<file path="config.mk">
export PLATFORM = sky130hd
export DESIGN_NAME = piece_motion_ctrl_flat
export DESIGN_NICKNAME = d
export VERILOG_FILES = /design/src/rtl/piece_motion_if.sv /design/src/rtl/piece_motion_ctrl.sv /design/src/flat_wrapper.sv
export SDC_FILE = /design/constraint.sdc
export NUM_CORES = 1
export LEC_CHECK = 0
export CORE_MARGIN = 8
export CORE_UTILIZATION = 51
export CTS_CLUSTER_SIZE = 40
export DETAILED_ROUTE_END_ITERATION = 16
export GPL_ROUTABILITY_DRIVEN = 0
export PLACE_DENSITY = 0.82
export SYNTH_ARGS = -nofsm -noshare
export SYNTH_HDL_FRONTEND = slang
export SYNTH_SLANG_ARGS = --single-unit
export TNS_END_PERCENT = 100
</file>
<file path="constraint.sdc">
create_clock -name Clk -period 3.1 [get_ports Clk]
set_input_delay 0.62 -clock Clk [delete_from_list [all_inputs] [get_ports Clk]]
set_output_delay 0.62 -clock Clk [all_outputs]
set_load 0.02 [all_outputs]
</file>
<file path="src/rtl/piece_motion_if.sv">
// Signal bundle between the falling-piece controller and its neighbours:
// vsync strobe and keyboard in, legal_move verdict in, candidate/committed position out.
interface piece_motion_if;
    logic       frame_clk;
    logic [7:0] keycode;
    logic       spawn;
    logic       legalX;
    logic       legalY;
    logic [9:0] PropX;
    logic [9:0] PropY;
    logic [9:0] PieceX;
    logic [9:0] PieceY;
    logic       busy;
    logic       locked;
    logic       game_over;

    modport master (
        output frame_clk, keycode, spawn, legalX, legalY,
        input  PropX, PropY, PieceX, PieceY, busy, locked, game_over
    );

    modport slave (
        input  frame_clk, keycode, spawn, legalX, legalY,
        output PropX, PropY, PieceX, PieceY, busy, locked, game_over
    );
endinterface

</file>
<file path="src/rtl/piece_motion_ctrl.sv">
// Falling-piece position owner: proposes horizontal then vertical moves each frame,
// commits what legal_move accepts, and locks the piece when it can no longer fall.
module piece_motion_ctrl #(
    parameter logic [9:0] X_START       = 10'd320,
    parameter logic [9:0] Y_START       = 10'd40,
    parameter logic [9:0] STEP          = 10'd16,
    parameter logic [5:0] DROP_FRAMES   = 6'd30,
    parameter logic [5:0] SOFT_FRAMES   = 6'd3,
    parameter logic [5:0] REPEAT_FRAMES = 6'd8
) (
    input  logic           Clk,
    input  logic           Reset_n,
    piece_motion_if.slave  bus
);
    typedef enum logic [2:0] {
        IDLE   = 3'd0,
        FALL   = 3'd1,
        SET_H  = 3'd2,
        EVAL_H = 3'd3,
        SET_V  = 3'd4,
        EVAL_V = 3'd5,
        LOCK   = 3'd6
    } state_t;

    state_t     state_r, state_s;
    logic       frame_d_r;
    logic [7:0] key_d_r;
    logic [9:0] piece_x_r, piece_x_s, piece_y_r, piece_y_s;
    logic [9:0] prop_x_r, prop_x_s, prop_y_r, prop_y_s;
    logic [5:0] grav_cnt_r, grav_cnt_s, rep_cnt_r, rep_cnt_s;
    logic       grav_due_r, grav_due_s, h_pend_r, h_pend_s, dir_r, dir_s;
    logic       tick_pend_r, tick_pend_s;
    logic       busy_r, busy_s, locked_r, locked_s, game_over_r, game_over_s;

    logic       tick_s, tick_use_s, key_h_s, press_s, fire_s, due_s;
    logic [5:0] period_s;

    assign tick_s     = bus.frame_clk & ~frame_d_r;
    assign tick_use_s = (state_r == FALL) & (tick_s | tick_pend_r);
    assign key_h_s    = (bus.keycode == 8'h04) | (bus.keycode == 8'h07);
    assign press_s    = key_h_s & (bus.keycode != key_d_r) & (state_r != IDLE);
    // Auto-repeat counts the tick that consumed the press, so repeats land REPEAT_FRAMES apart.
    assign fire_s     = key_h_s & tick_use_s & (rep_cnt_r >= REPEAT_FRAMES);
    assign period_s   = (bus.keycode == 8'h16) ? SOFT_FRAMES : DROP_FRAMES;
    assign due_s      = grav_cnt_r >= (period_s - 6'd1);

    // Next-state and datapath decode.
    always_comb begin
        state_s     = state_r;
        piece_x_s   = piece_x_r;
        piece_y_s   = piece_y_r;
        prop_x_s    = prop_x_r;
        prop_y_s    = prop_y_r;
        grav_cnt_s  = grav_cnt_r;
        grav_due_s  = grav_due_r;
        rep_cnt_s   = rep_cnt_r;
        h_pend_s    = h_pend_r;
        dir_s       = dir_r;
        tick_pend_s = tick_pend_r;
        game_over_s = game_over_r;
        locked_s    = 1'b0;

        if (tick_use_s) begin
            grav_due_s = due_s;
            grav_cnt_s = due_s ? 6'd0 : grav_cnt_r + 6'd1;
        end else begin
            grav_due_s = grav_due_r;
        end

        if (state_r == IDLE) begin
            tick_pend_s = 1'b0;
        end else if (tick_use_s) begin
            tick_pend_s = 1'b0;
        end else if (tick_s) begin
            tick_pend_s = 1'b1;
        end else begin
            tick_pend_s = tick_pend_r;
        end

        if (press_s) begin
            rep_cnt_s = 6'd0;
        end else if (fire_s) begin
            rep_cnt_s = 6'd1;
        end else if (tick_use_s && key_h_s && (rep_cnt_r != 6'd63)) begin
            rep_cnt_s = rep_cnt_r + 6'd1;
        end else begin
            rep_cnt_s = rep_cnt_r;
        end

        if (press_s || fire_s) begin
            dir_s = (bus.keycode == 8'h07);
        end else begin
            dir_s = dir_r;
        end

        if (state_r == IDLE) begin
            h_pend_s = 1'b0;
        end else if (press_s) begin
            h_pend_s = 1'b1;
        end else if (state_r == EVAL_H) begin
            h_pend_s = 1'b0;
        end else begin
            h_pend_s = h_pend_r;
        end

        case (state_r)
            IDLE: begin
                prop_x_s = piece_x_r;
                prop_y_s = piece_y_r;
                if (bus.spawn && !game_over_r) begin
                    piece_x_s  = X_START;
                    piece_y_s  = Y_START;
                    prop_x_s   = X_START;
                    prop_y_s   = Y_START;
                    grav_cnt_s = 6'd0;
                    grav_due_s = 1'b0;
                    rep_cnt_s  = 6'd0;
                    state_s    = FALL;
                end else begin
                    state_s = IDLE;
                end
            end
            FALL: begin
                if (tick_use_s) begin
                    if (h_pend_r || fire_s) begin
                        state_s = SET_H;
                    end else if (due_s) begin
                        state_s = SET_V;
                    end else begin
                        state_s = FALL;
                    end
                end else begin
                    state_s = FALL;
                end
            end
            SET_H: begin
                prop_x_s = dir_r ? (piece_x_r + STEP) : (piece_x_r - STEP);
                prop_y_s = piece_y_r;
                state_s  = EVAL_H;
            end
            EVAL_H: begin
                if (bus.legalX && bus.legalY) begin
                    piece_x_s = prop_x_r;
                end else begin
                    piece_x_s = piece_x_r;
                end
                state_s = grav_due_r ? SET_V : FALL;
            end
            SET_V: begin
                prop_x_s = piece_x_r;
                prop_y_s = piece_y_r + STEP;
                state_s  = EVAL_V;
            end
            EVAL_V: begin
                if (bus.legalY) begin
                    piece_y_s = prop_y_r;
                    state_s   = FALL;
                end else begin
                    locked_s  = 1'b1;
                    state_s   = LOCK;
                end
            end
            LOCK: begin
                if (piece_y_r == Y_START) begin
                    game_over_s = 1'b1;
                end else begin
                    game_over_s = game_over_r;
                end
                prop_x_s = piece_x_r;
                prop_y_s = piece_y_r;
                state_s  = IDLE;
            end
            default: begin
                state_s = IDLE;
            end
        endcase

        busy_s = (state_s != IDLE);
    end

    // State register.
    always_ff @(posedge Clk) begin
        if (!Reset_n) begin
            state_r <= IDLE;
        end else begin
            state_r <= state_s;
        end
    end

    // Datapath, counters and registered outputs.
    always_ff @(posedge Clk) begin
        if (!Reset_n) begin
            frame_d_r   <= 1'b0;
            key_d_r     <= 8'h00;
            piece_x_r   <= X_START;
            piece_y_r   <= Y_START;
            prop_x_r    <= X_START;
            prop_y_r    <= Y_START;
            grav_cnt_r  <= 6'd0;
            grav_due_r  <= 1'b0;
            rep_cnt_r   <= 6'd0;
            h_pend_r    <= 1'b0;
            dir_r       <= 1'b0;
            tick_pend_r <= 1'b0;
            busy_r      <= 1'b0;
            locked_r    <= 1'b0;
            game_over_r <= 1'b0;
        end else begin
            frame_d_r   <= bus.frame_clk;
            key_d_r     <= bus.keycode;
            piece_x_r   <= piece_x_s;
            piece_y_r   <= piece_y_s;
            prop_x_r    <= prop_x_s;
            prop_y_r    <= prop_y_s;
            grav_cnt_r  <= grav_cnt_s;
            grav_due_r  <= grav_due_s;
            rep_cnt_r   <= rep_cnt_s;
            h_pend_r    <= h_pend_s;
            dir_r       <= dir_s;
            tick_pend_r <= tick_pend_s;
            busy_r      <= busy_s;
            locked_r    <= locked_s;
            game_over_r <= game_over_s;
        end
    end

    assign bus.PropX     = prop_x_r;
    assign bus.PropY     = prop_y_r;
    assign bus.PieceX    = piece_x_r;
    assign bus.PieceY    = piece_y_r;
    assign bus.busy      = busy_r;
    assign bus.locked    = locked_r;
    assign bus.game_over = game_over_r;
endmodule

</file>
<file path="src/flat_wrapper.sv">
// flat-port wrapper written by rule: the top's interface ports become plain ports
module piece_motion_ctrl_flat 
#(
    parameter logic [9:0] X_START       = 10'd320,
    parameter logic [9:0] Y_START       = 10'd40,
    parameter logic [9:0] STEP          = 10'd16,
    parameter logic [5:0] DROP_FRAMES   = 6'd30,
    parameter logic [5:0] SOFT_FRAMES   = 6'd3,
    parameter logic [5:0] REPEAT_FRAMES = 6'd8
)
  (Clk, Reset_n, bus_frame_clk, bus_keycode, bus_spawn, bus_legalX, bus_legalY, bus_PropX, bus_PropY, bus_PieceX, bus_PieceY, bus_busy, bus_locked, bus_game_over);
  piece_motion_if bus_i ();
  input  logic Clk;
  input  logic Reset_n;
  input wire logic [$bits(bus_i.frame_clk)-1:0] bus_frame_clk;
  input wire logic [$bits(bus_i.keycode)-1:0] bus_keycode;
  input wire logic [$bits(bus_i.spawn)-1:0] bus_spawn;
  input wire logic [$bits(bus_i.legalX)-1:0] bus_legalX;
  input wire logic [$bits(bus_i.legalY)-1:0] bus_legalY;
  output wire logic [$bits(bus_i.PropX)-1:0] bus_PropX;
  output wire logic [$bits(bus_i.PropY)-1:0] bus_PropY;
  output wire logic [$bits(bus_i.PieceX)-1:0] bus_PieceX;
  output wire logic [$bits(bus_i.PieceY)-1:0] bus_PieceY;
  output wire logic [$bits(bus_i.busy)-1:0] bus_busy;
  output wire logic [$bits(bus_i.locked)-1:0] bus_locked;
  output wire logic [$bits(bus_i.game_over)-1:0] bus_game_over;
  assign bus_i.frame_clk = bus_frame_clk;
  assign bus_i.keycode = bus_keycode;
  assign bus_i.spawn = bus_spawn;
  assign bus_i.legalX = bus_legalX;
  assign bus_i.legalY = bus_legalY;
  assign bus_PropX = bus_i.PropX;
  assign bus_PropY = bus_i.PropY;
  assign bus_PieceX = bus_i.PieceX;
  assign bus_PieceY = bus_i.PieceY;
  assign bus_busy = bus_i.busy;
  assign bus_locked = bus_i.locked;
  assign bus_game_over = bus_i.game_over;
  piece_motion_ctrl #(.X_START(X_START), .Y_START(Y_START), .STEP(STEP), .DROP_FRAMES(DROP_FRAMES), .SOFT_FRAMES(SOFT_FRAMES), .REPEAT_FRAMES(REPEAT_FRAMES)) u_core (.Clk(Clk), .Reset_n(Reset_n), .bus(bus_i));
endmodule
</file>
Fig. 1: signal wires by layer
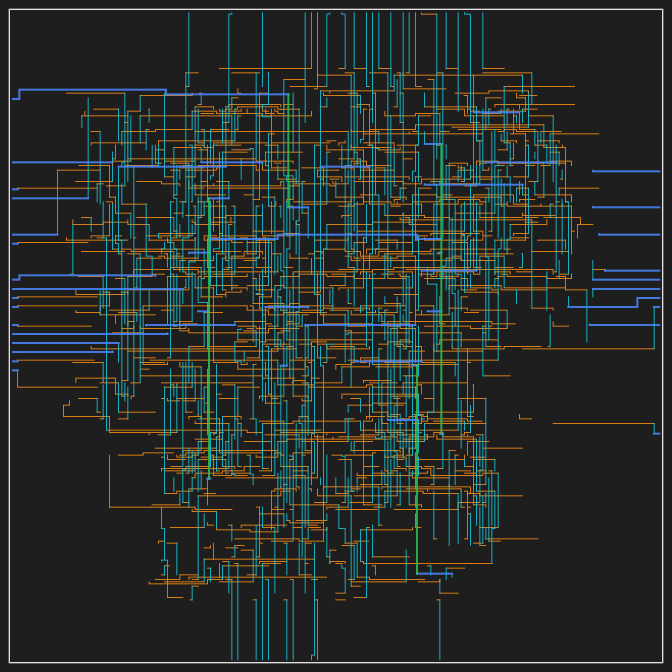
[green] met4 | wire length: 134 microns
[cyan] met2 | wire length: 4,070 microns
[orange] met1 | wire length: 3,620 microns
[blue] met3 | wire length: 450 microns

Fig. 2: placement by cell class
Fill, decap, tap and diode cells in grey.
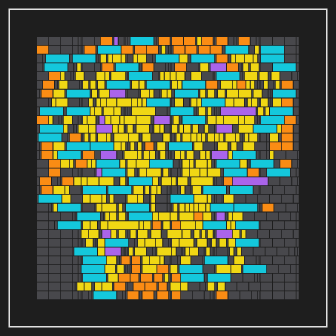
[orange] other buffers and delay cells | cells: 70
[cyan] flip-flops | cells: 71
[purple] clock drivers and dummy loads | cells: 16
[yellow] all other logic | cells: 300

==> results.json <==
{
  "crit_path_end_kind": "flip-flop",
  "pin_count": 57,
  "ys_cells": 388,
  "overflow": 0,
  "antenna_left": 0,
  "clk_path_buf_depth": 2,
  "fin_util_pct": 65.25,
  "yosysWarnings": 0,
  "fin_area_sq_mm": 0.004335,
  "slowest_delay_ns": 0.47,
  "critPathLaunch": "bus_keycode[2]",
  "die_y_microns": 98.02,
  "topCellsByArea": "dfxtp_1 (41%), nor2_1 (5.6%), ha_1 (5.1%), a22oi_1 (3.5%), xor2_1 (3.1%)",
  "path_clk_slew_ns": 0.08,
  "tritoncts": "yes",
  "final-comb-area_sq_mm": 0.001872,
  "drcViolationCount": 0,
  "ys_seq_share_pct": 41.43,
  "yosysChipArea_sq_mm": 0.003431,
  "worst-path-stages": 12,
  "post_cts_resized": 0,
  "antenna_found_initial": 0,
  "required_ns": 3.31,
  "lay_top_count": "dfxtp_1",
  "ys_sh_adder_pct": 5.689,
  "die_x_microns": 98.02,
  "drive_gt1_share_pct": 8.972,
  "endpoint": "u_core.bus.busy$_SDFF_PN0_",
  "dr.first_iter.drc_count": 140,
  "grt.busiest_layer": "met2",
  "finalSetupViolations": 0,
  "slowest_stage": "clkdlybuf4s50_1",
  "hp-class": "reg -> reg",
  "worst_slack_ns": 0.2266,
  "wl_met1_mm": 3.618,
  "power.group.top": "sequential cells",
  "buffers": 70,
  "outcome": "finished, final reports clean",
  "clkPwrFrac_pct": 41.0,
  "slew-limit-headroom_pct": 55.21,
  "combPwrFrac_pct": 10.5,
  "min_from": "u_core.bus.PropY[0]$_SDFFE_PN0P_",
  "num-multi-input-gates": 283,
  "wl_met2_mm": 4.069,
  "critical-path-top-delay-family": "AND-OR/OR-AND gates",
  "track_usage_pct": 17.87,
  "grtUsageMet2_pct": 30.08,
  "xor_area_share_pct": 4.340,
  "root_buffer": "clkbuf_8"
}
Fig. 3: wires at chosen ports, followed through buffers
Scale bar: 20 microns.
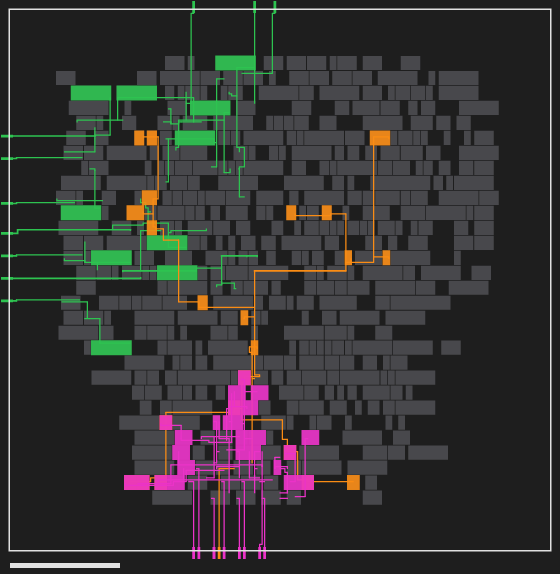
[orange] Reset_n | bits: 1 | direction: input | edge: bottom | end cells: 22 | buffers: 2 | wire: 268 microns
[magenta] bus_keycode | bits: 8 | direction: input | edge: bottom | end cells: 23 | buffers: 16 | wire: 332 microns
[green] bus_PieceX | bits: 10 | direction: output | edge: 7 left, 3 top | end cells: 10 | buffers: 10 | wire: 460 microns

Fig. 4: placed standard cells
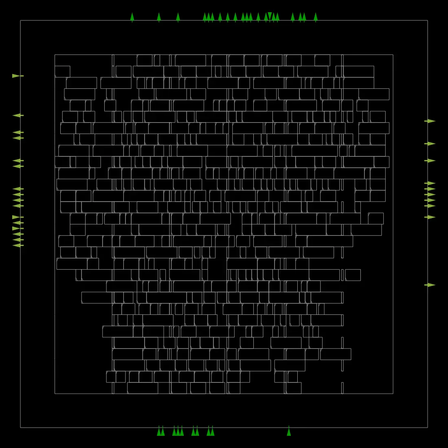
Rows: 30
final non-filler cell total: 537

